==> src/rtl/rr_arb_pkg.sv <==
// rtl/rr_arb_pkg.sv - shared state encoding and width helper for the round-robin arbiter
package rr_arb_pkg;

  typedef enum logic {
    ST_IDLE  = 1'b0,
    ST_GRANT = 1'b1
  } arb_state_e;

  function automatic int clog2(input int n);
    int r;
    r = 0;
    for (int v = n - 1; v > 0; v = v >> 1) r++;
    return r;
  endfunction

endpackage

==> src/rtl/rr_prio_search.sv <==
// rtl/rr_prio_search.sv - rotating priority search, first set request at or after start
module rr_prio_search
  import rr_arb_pkg::*;
#(
  parameter int N_REQ = 4,
  parameter int IDX_W = clog2(N_REQ)
) (
  input  logic [N_REQ-1:0] req,
  input  logic [IDX_W-1:0] start,
  output logic [IDX_W-1:0] idx,
  output logic             found
);

  logic [N_REQ-1:0] rot;
  logic [IDX_W-1:0] off;
  logic [IDX_W:0]   sum;

  always_comb begin
    rot   = N_REQ'({req, req} >> start);
    off   = '0;
    found = 1'b0;
    // downward scan so the lowest set offset is the one left standing
    for (int i = N_REQ - 1; i >= 0; i--) begin
      if (rot[i]) begin
        found = 1'b1;
        off   = IDX_W'(i);
      end
    end
    sum = {1'b0, start} + {1'b0, off};
    if (sum >= (IDX_W + 1)'(N_REQ)) sum = sum - (IDX_W + 1)'(N_REQ);
    idx = sum[IDX_W-1:0];
  end

endmodule

==> src/rtl/rr_arbiter_ack.sv <==
// rtl/rr_arbiter_ack.sv - round-robin arbiter with ack-held registered grant and optional timeout
module rr_arbiter_ack
  import rr_arb_pkg::*;
#(
  parameter int N_REQ   = 4,
  parameter int IDX_W   = clog2(N_REQ),
  parameter int TIMEOUT = 0,
  parameter int TO_W    = 16
) (
  input  logic             clk,
  input  logic             rst,
  input  logic [N_REQ-1:0] req,
  input  logic             ack,
  output logic             grant_valid,
  output logic [IDX_W-1:0] grant_idx,
  output logic [N_REQ-1:0] grant_onehot,
  output logic             timeout_pulse
);

  localparam logic [IDX_W-1:0] LAST_RST = IDX_W'(N_REQ - 1);
  localparam logic [TO_W-1:0]  TO_LAST  = TO_W'(TIMEOUT - 1);

  arb_state_e       state, state_nxt;
  logic [IDX_W-1:0] last_idx, last_nxt;
  logic [IDX_W-1:0] ptr, start, win_idx, idx_nxt;
  logic [N_REQ-1:0] oh_nxt;
  logic [TO_W-1:0]  cnt, cnt_nxt;
  logic             found, expire, release_g, pulse_nxt;

  assign expire    = (TIMEOUT > 0) && (state == ST_GRANT) && !ack && (cnt == TO_LAST);
  assign release_g = (state == ST_GRANT) && (ack || expire);

  // a released grant rotates the search past itself in the same cycle
  assign ptr   = release_g ? grant_idx : last_idx;
  assign start = (ptr == LAST_RST) ? '0 : ptr + 1'b1;

  rr_prio_search #(
    .N_REQ(N_REQ),
    .IDX_W(IDX_W)
  ) u_search (
    .req  (req),
    .start(start),
    .idx  (win_idx),
    .found(found)
  );

  always_comb begin
    state_nxt = state;
    last_nxt  = last_idx;
    idx_nxt   = grant_idx;
    oh_nxt    = grant_onehot;
    cnt_nxt   = cnt;
    pulse_nxt = 1'b0;
    case (state)
      ST_IDLE: begin
        if (found) begin
          state_nxt = ST_GRANT;
          idx_nxt   = win_idx;
          oh_nxt    = {{(N_REQ - 1){1'b0}}, 1'b1} << win_idx;
          cnt_nxt   = '0;
        end
      end
      ST_GRANT: begin
        if (release_g) begin
          last_nxt  = grant_idx;
          pulse_nxt = expire;
          cnt_nxt   = '0;
          if (found) begin
            idx_nxt = win_idx;
            oh_nxt  = {{(N_REQ - 1){1'b0}}, 1'b1} << win_idx;
          end else begin
            state_nxt = ST_IDLE;
            idx_nxt   = '0;
            oh_nxt    = '0;
          end
        end else if (TIMEOUT > 0) begin
          cnt_nxt = cnt + 1'b1;
        end
      end
      default: state_nxt = ST_IDLE;
    endcase
  end

  always_ff @(posedge clk or negedge rst) begin
    if (!rst) begin
      state         <= ST_IDLE;
      last_idx      <= LAST_RST;
      grant_idx     <= '0;
      grant_onehot  <= '0;
      cnt           <= '0;
      timeout_pulse <= 1'b0;
    end else begin
      state         <= state_nxt;
      last_idx      <= last_nxt;
      grant_idx     <= idx_nxt;
      grant_onehot  <= oh_nxt;
      cnt           <= cnt_nxt;
      timeout_pulse <= pulse_nxt;
    end
  end

  assign grant_valid = (state == ST_GRANT);

endmodule

==> config.mk <==
export PLATFORM = sky130hd
export DESIGN_NAME = rr_arbiter_ack
export DESIGN_NICKNAME = d
export VERILOG_FILES = /design/src/rtl/rr_arb_pkg.sv /design/src/rtl/rr_prio_search.sv /design/src/rtl/rr_arbiter_ack.sv
export SDC_FILE = /design/constraint.sdc
export NUM_CORES = 1
export LEC_CHECK = 0
export CAP_MARGIN = 20
export CELL_PAD_IN_SITES_DETAIL_PLACEMENT = 1
export CELL_PAD_IN_SITES_GLOBAL_PLACEMENT = 2
export CORE_MARGIN = 2
export CORE_UTILIZATION = 30
export DETAILED_ROUTE_END_ITERATION = 16
export GPL_TIMING_DRIVEN = 0
export PLACE_DENSITY = 0.73
export RECOVER_POWER = 100
export SYNTH_ARGS = -nofsm -noshare
export SYNTH_HDL_FRONTEND = slang
export SYNTH_SLANG_ARGS = --single-unit
==> constraint.sdc <==
create_clock -name clk -period 3.6 [get_ports clk]
set_clock_uncertainty 0.05 [all_clocks]
set_input_delay 0.72 -clock clk [delete_from_list [all_inputs] [get_ports clk]]
set_output_delay 0.72 -clock clk [all_outputs]
set_load 0.02 [all_outputs]
==> impl_metrics.csv, run 1 <==
group,metric,value,unit
outcome,outcome,"complete, no violations",
detailed_routing,route.met3.wl,89,um
die,die_area,0.00324,mm^2
critical_path,crit_slowest_cell,"clkdlybuf4s50_1",
pwr,comb-power,0.394,mW
critical_path,rr_endpoint,"grant_onehot[2]",
place,dp_hpwl,1860,um
detailed_routing,drc,0,
global_routing,overflow,0,
critical_path,worstPathArrival,3380,ps
critical_path,crit_end,"grant_onehot[2]",
detailed_routing,drtIter0Drc,15,
hold_path,min_from,"grant_onehot[1]",
detailed_routing,met2_length,1130,um
final_timing,setup_slack,350,ps
critical_path,crit_path_frequent_cell,"a21oi_1",
logic_synthesis,yosys.cell_types.count,47,
final_layout,syn2layout_area_growth,19.8,%
final_layout,biggestRegsByFlops,"grant_onehot x4, grant_idx x2, last_idx x2",
logic_synthesis,synth_top_flop_cell,"dfrtp_1",
pwr,p_switching,0.308,mW
logic_synthesis,top_area_frac,0.209,
pwr,p_comb_frac,0.596,
final_layout,nClkBuffers,4,
logic_synthesis,synth_chip_area,840,um^2
cts,cts_tree,"done",
pwr,p_int,0.353,mW
cts,clkTransAtPathRegs,70,ps
logic_synthesis,synth.most_common_cell,"nand2_1",
logic_synthesis,synthAoiAreaFrac,0.344,
logic_synthesis,xor_area_frac,0.0209,
detailed_routing,highest_layer,"met4",
critical_path,path_buffers,2,
pwr,seqPwrFrac,0.281,
final_layout,largest_reg_flops,4,
global_routing,gr-max-usage-layer,"met2",
logic_synthesis,simple_gate_share,0.215,
final_timing,min_period,3250,ps
final_timing,fin_crit_sh,0.903,
final_layout,flop-count,9,
detailed_routing,first_pass_iters,4,
final_layout,final_cell_mix,"11 x nand2_1, 9 x nor2_1, 8 x a21oi_1, 8 x dlygate4sd3_1, 7 x dfrtp_1",
global_routing,use_met1,0.216,
final_layout,fillers,336,
final_layout,inverters_excl_clock,6,
final_layout,clk_share,0.0261,
final_layout,logic_area,546,um^2
logic_synthesis,yosysTopAreaCell,"dfrtp_1",
final_timing,slew_viol_final,0,
logic_synthesis,yosys-top-cells-count,"11 x nand2_1, 9 x nor2_1, 8 x a21oi_1, 7 x dfrtp_1, 7 x o21ai_1",
global_routing,grt_max_degree,11,
detailed_routing,vias_per_cell,5.49,
place,dpl.cell_count,142,
job,tool_warnings,26,
logic_synthesis,ys_seq_frac,0.271,
final_layout,layout-drive-gt1-share,0.191,
global_routing,grt.met3_usage,0.0507,
critical_path,worstReg2RegStart,"last_idx[0]",
cts,htreeDepth,1,
final_layout,buffers,17,
cts,ctsRootBufferMaster,"clkbuf_4",
die,fp_util,0.310,
cts,clockBufferDepth,2,
final_timing,tightestPinTransition,610,ps
final_timing,setup_viol,0,
job,max-cap-violations,0,
critical_path,r2r_cells,13,
final_timing,fin_tns_setup,0,ps
final_layout,comb_cells,79,
final_timing,fmax,308,MHz
pwr,p_per_area,657,mW/mm^2
final_timing,finalHoldWorstSlack,431,ps
logic_synthesis,yosys_cells,101,
place,io_buffers,10,
die,nWellTaps,31,
global_routing,grt_pass1_vias,834,
detailed_routing,num_vias,801,
critical_path,crit_chain,"clkdlybuf4s50_1, clkbuf_2, a21oi_1, a2bb2oi_1, a21oi_1, ha_1, nand2b_1, a2111oi_0, a41oi_2, nand4_4, a22oi_1, o21ai_0",
pwr,power.total,0.661,mW
final_layout,layout.nets,124,
logic_synthesis,syn_area,840,um^2
global_routing,use_met2,0.255,
final_layout,fin_cells,146,
final_layout,regArea,228,um^2
cts,cts_hold_buf,0,
detailed_routing,antenna_left,0,
logic_synthesis,synth_adder_area_share,0.0149,
critical_path,rrSetupSlack,590,ps
logic_synthesis,ys_top_logic_family,"AND-OR/OR-AND gates",
final_layout,comb-cell-share,0.542,
cts,cts.sinks,9,
critical_path,critPathRequiredTime,3730,ps
final_layout,buf_share,0.144,
logic_synthesis,syn-num-nets,109,
critical_path,crit_path_end_kind,"flop",
die,num_io_pins,15,
logic_synthesis,ys_sh_mux,0.0507,
hold_path,holdPathStages,2,
critical_path,crit_cells,12,
final_layout,diodes,0,
hold_path,worst_hold_path.endpoint,"grant_onehot[1]",
final_layout,lay_top_count,"nand2_1",
cts,cts_resized,0,
hold_path,hp-class,"flop to flop",
final_timing,max_slew_margin,0.590,
logic_synthesis,netlist_top_cells_area,"dfrtp_1 21%, dfstp_2 6.3%, nand2_1 4.9%, a21oi_1 4.8%, o21ai_1 4.2%",
logic_synthesis,syn_inst,101,
final_timing,hold_viol_final,0,
pwr,p_leak,0.413,nW
final_timing,grt_setup_unrepaired,"false",
final_layout,largest_class,"multi-input combinational cells",
logic_synthesis,ys_ff,9,
pwr,switching_share,0.465,
critical_path,cp-startpoint,"req[2]",
logic_synthesis,avgSynthCellArea,8.31,um^2
cts,cts-buffers-inserted,3,
pwr,top_power_group,"combinational logic",
critical_path,cp_top_family,"AND-OR/OR-AND gates",
place,placed_cell_area,978,um^2
final_layout,largest-register,"grant_onehot",
critical_path,cp_max_fo,10,
place,post-place-ws,-47.9,ps
critical_path,crit_path_start_kind,"input port",
cts,post-cts-setup-buffers,0,
detailed_routing,drt-met1-wl,1150,um
pwr,seq-power,0.185,mW
global_routing,antenna_found_initial,0,
place,place_congestion,0.706,
logic_synthesis,edf_count,0,
global_routing,grt_pass1_wl,4040,um
logic_synthesis,yosysWarnings,0,
critical_path,slowest_delay,530,ps
logic_synthesis,synthArstFlopShare,1.00,
critical_path,criticalPathCategory,"input port to flop",
Run 1, PDN straps and rails:
The bar under the picture is 20 um long. Pins as bars on the die edge.
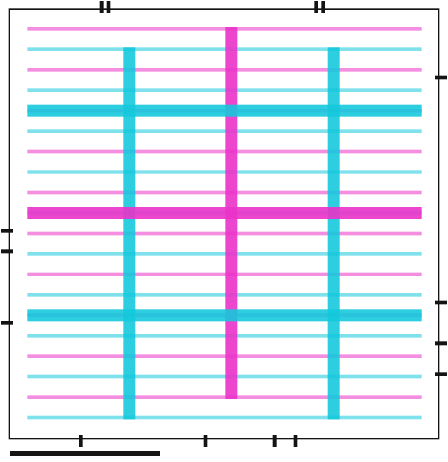
VDD: marked magenta. VSS: marked cyan.
3 straps on met5. 15 signal pins sit on the boundary. 3 straps on met4. The core has 19 rows.
Max IR drop VDD: 0.352 mV
Die Wd: 56.9 um
Core Box Area: 0.00271 mm^2

Run 1, placement by cell class:
The bar under the picture is 20 um long.
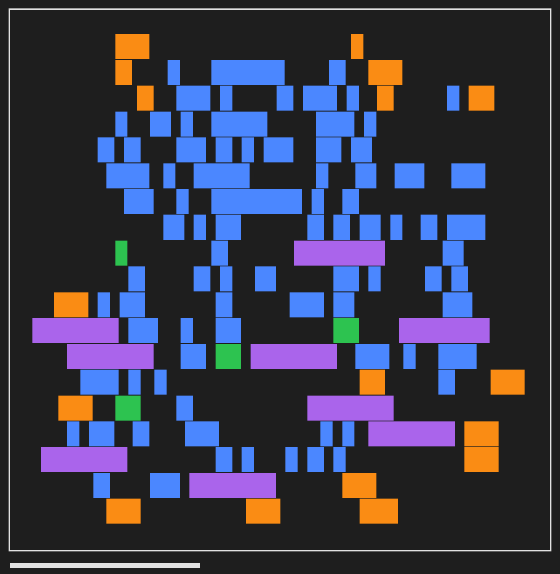
remaining buffers and delay cells: marked orange, cells 17, share of their area 15%. registers: marked purple, cells 9, share of their area 24%. clock drivers and dummy loads: marked green, cells 4, share of their area 2.7%. remaining logic cells: marked blue, cells 85, share of their area 59%.
Seq area share: 0.226
Core Rows: 19
design area: 0.00101 mm^2
Final Util: 0.371

Run 1, routed clock nets over the placement:
The bar under the picture is 20 um long.
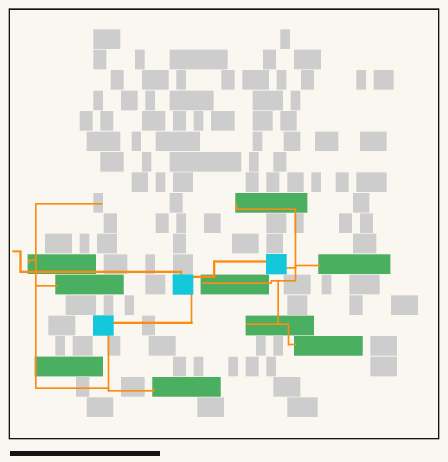
flip-flops: marked green, count 9. clock-net drivers: marked cyan, count 3. clock wires: marked orange, length 176 um.
There are 4 routed clock nets.
Clk. pwr: 0.0819 mW
clk latency late pin: 270 ps
Clock power frac: 0.124

Run 1, metal layers overlaid:
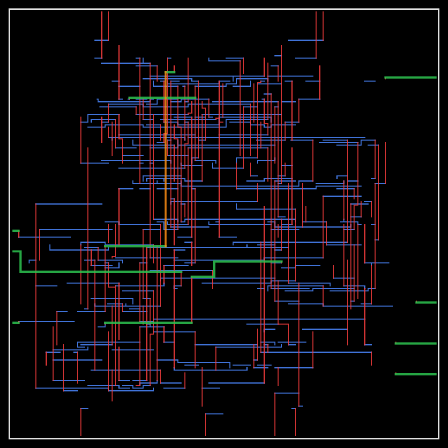
M2: marked red, wire length 1130 um. M4: marked orange, wire length 23.1 um. M1: marked blue, wire length 1150 um. M3: marked green, wire length 89.6 um.
DR WL/cell: 16.4 um
All-Layer GR Usage: 0.161
WL final: 2390 um

## Run 2: what changed since run 1
--- a/config.mk
+++ b/config.mk
@@ -14,6 +14,8 @@
 export GPL_TIMING_DRIVEN = 0
 export PLACE_DENSITY = 0.73
 export RECOVER_POWER = 100
+export SKIP_CTS_REPAIR_TIMING = 1
+export SLEW_MARGIN = 20
 export SYNTH_ARGS = -nofsm -noshare
 export SYNTH_HDL_FRONTEND = slang
 export SYNTH_SLANG_ARGS = --single-unit
==> impl_metrics.csv, run 2 <==
group,metric,value,unit
logic_synthesis,syn_area,840,um^2
critical_path,critPathRequiredTime,3730,ps
hold_path,worst_hold_path.endpoint,"grant_onehot[1]",
detailed_routing,first_pass_iters,4,
logic_synthesis,yosysWarnings,0,
final_layout,comb_cells,79,
logic_synthesis,yosysTopAreaCell,"dfrtp_1",
final_timing,grt_setup_unrepaired,"false",
job,max-cap-violations,0,
global_routing,antenna_found_initial,0,
die,fp.dieW,56.9,um
cts,clkLatencyLatePin,270,ps
hold_path,holdPathStages,2,
pwr,switching_share,0.465,
final_timing,tightestPinTransition,610,ps
logic_synthesis,synthAoiAreaFrac,0.344,
logic_synthesis,ys_sh_mux,0.0507,
cts,ctsRootBufferMaster,"clkbuf_4",
cts,cts.sinks,9,
final_layout,layout.nets,124,
critical_path,crit_path_frequent_cell,"a21oi_1",
pwr,seqPwrFrac,0.281,
place,dp_hpwl,1860,um
critical_path,cp-startpoint,"req[2]",
critical_path,crit_cells,12,
final_layout,final_cell_area,0.00101,mm^2
final_timing,setup_slack,350,ps
final_layout,nClkBuffers,4,
final_layout,clk_share,0.0261,
die,die_area,0.00324,mm^2
logic_synthesis,ys_seq_frac,0.271,
critical_path,slowest_delay,530,ps
final_layout,comb-cell-share,0.542,
final_layout,fillers,336,
logic_synthesis,yosys_cells,101,
place,dpl.cell_count,142,
detailed_routing,vias_per_cell,5.49,
logic_synthesis,netlist_top_cells_area,"dfrtp_1 21%, dfstp_2 6.3%, nand2_1 4.9%, a21oi_1 4.8%, o21ai_1 4.2%",
die,num_io_pins,15,
critical_path,crit_path_start_kind,"input port",
logic_synthesis,ys_ff,9,
outcome,outcome,"complete, no violations",
logic_synthesis,yosys-top-cells-count,"11 x nand2_1, 9 x nor2_1, 8 x a21oi_1, 7 x dfrtp_1, 7 x o21ai_1",
die,fp_util,0.310,
pwr,p_leak,0.413,nW
logic_synthesis,top_area_frac,0.209,
pwr,p_int,0.353,mW
pwr,p_clk,0.0819,mW
die,nWellTaps,31,
final_timing,fmax,308,MHz
cts,cts_tree,"done",
hold_path,hp-class,"flop to flop",
cts,clkTransAtPathRegs,70,ps
final_timing,slew_viol_final,0,
detailed_routing,drt-met1-wl,1150,um
logic_synthesis,synth_top_flop_cell,"dfrtp_1",
logic_synthesis,yosys.cell_types.count,47,
cts,clockBufferDepth,2,
critical_path,crit_chain,"clkdlybuf4s50_1, clkbuf_2, a21oi_1, a2bb2oi_1, a21oi_1, ha_1, nand2b_1, a2111oi_0, a41oi_2, nand4_4, a22oi_1, o21ai_0",
place,placed_cell_area,978,um^2
logic_synthesis,syn-num-nets,109,
critical_path,criticalPathCategory,"input port to flop",
critical_path,crit_slowest_cell,"clkdlybuf4s50_1",
logic_synthesis,syn_inst,101,
cts,cts-buffers-inserted,3,
global_routing,grtUsageTotal,0.161,
hold_path,min_from,"grant_onehot[1]",
final_timing,max_slew_margin,0.590,
logic_synthesis,xor_area_frac,0.0209,
logic_synthesis,synth_chip_area,840,um^2
critical_path,rrSetupSlack,590,ps
pwr,seq-power,0.185,mW
pwr,top_power_group,"combinational logic",
final_layout,diodes,0,
critical_path,cp_max_fo,10,
final_timing,fin_tns_setup,0,ps
final_layout,lay_top_count,"nand2_1",
detailed_routing,wl_per_cell,16.4,um
cts,htreeDepth,1,
final_timing,finalHoldWorstSlack,431,ps
detailed_routing,met2_length,1130,um
global_routing,grt_max_degree,11,
detailed_routing,highest_layer,"met4",
final_timing,min_period,3250,ps
detailed_routing,route.met3.wl,89,um
critical_path,worstPathArrival,3380,ps
detailed_routing,antenna_left,0,
pwr,clkPwrFrac,0.124,
final_layout,syn2layout_area_growth,19.8,%
global_routing,grt_pass1_wl,4040,um
detailed_routing,drc,0,
final_layout,buf_share,0.144,
final_timing,fin_crit_sh,0.903,
critical_path,rr_endpoint,"grant_onehot[2]",
detailed_routing,drtIter0Drc,15,
final_timing,hold_viol_final,0,
final_layout,fin_cells,146,
final_layout,regArea,228,um^2
logic_synthesis,ys_top_logic_family,"AND-OR/OR-AND gates",
place,post-place-ws,-47.9,ps
pwr,comb-power,0.394,mW
final_layout,fin_util,0.371,
job,tool_warnings,26,
critical_path,worstReg2RegStart,"last_idx[0]",
final_layout,buffers,17,
global_routing,overflow,0,
logic_synthesis,avgSynthCellArea,8.31,um^2
critical_path,crit_end,"grant_onehot[2]",
final_layout,logic_area,546,um^2
critical_path,crit_path_end_kind,"flop",
final_layout,largest_reg_flops,4,
final_layout,layout-drive-gt1-share,0.191,
logic_synthesis,edf_count,0,
pwr,p_comb_frac,0.596,
critical_path,cp_top_family,"AND-OR/OR-AND gates",
final_layout,flop-count,9,
final_layout,biggestRegsByFlops,"grant_onehot x4, grant_idx x2, last_idx x2",
place,io_buffers,10,
logic_synthesis,synth_adder_area_share,0.0149,
pwr,power.total,0.661,mW
pwr,p_per_area,657,mW/mm^2
final_layout,final_cell_mix,"11 x nand2_1, 9 x nor2_1, 8 x a21oi_1, 8 x dlygate4sd3_1, 7 x dfrtp_1",
final_timing,setup_viol,0,
critical_path,r2r_cells,13,
logic_synthesis,simple_gate_share,0.215,
Run 2, routed clock nets over the placement:
The bar under the picture is 20 um long.
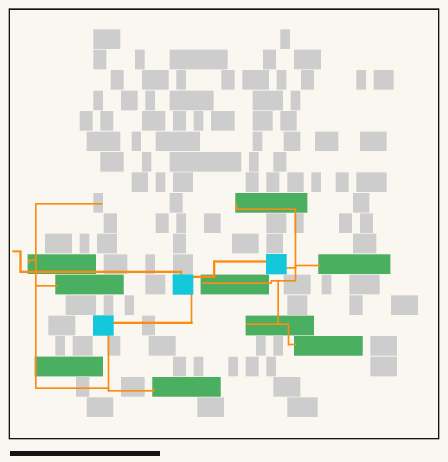
clock wires: marked orange, length 176 um. clock-net drivers: marked cyan, count 3. flip-flops: marked green, count 9.
There are 4 routed clock nets.

Run 2, routing congestion map:
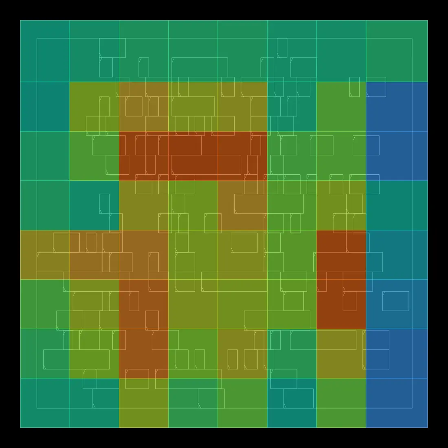
GRT busiest layer: met2
grt met2 use: 0.255
met3 Use GR: 0.0507
M1 GR Usage: 0.216

No activity file was given, so power comes from the tool's default toggle rates.
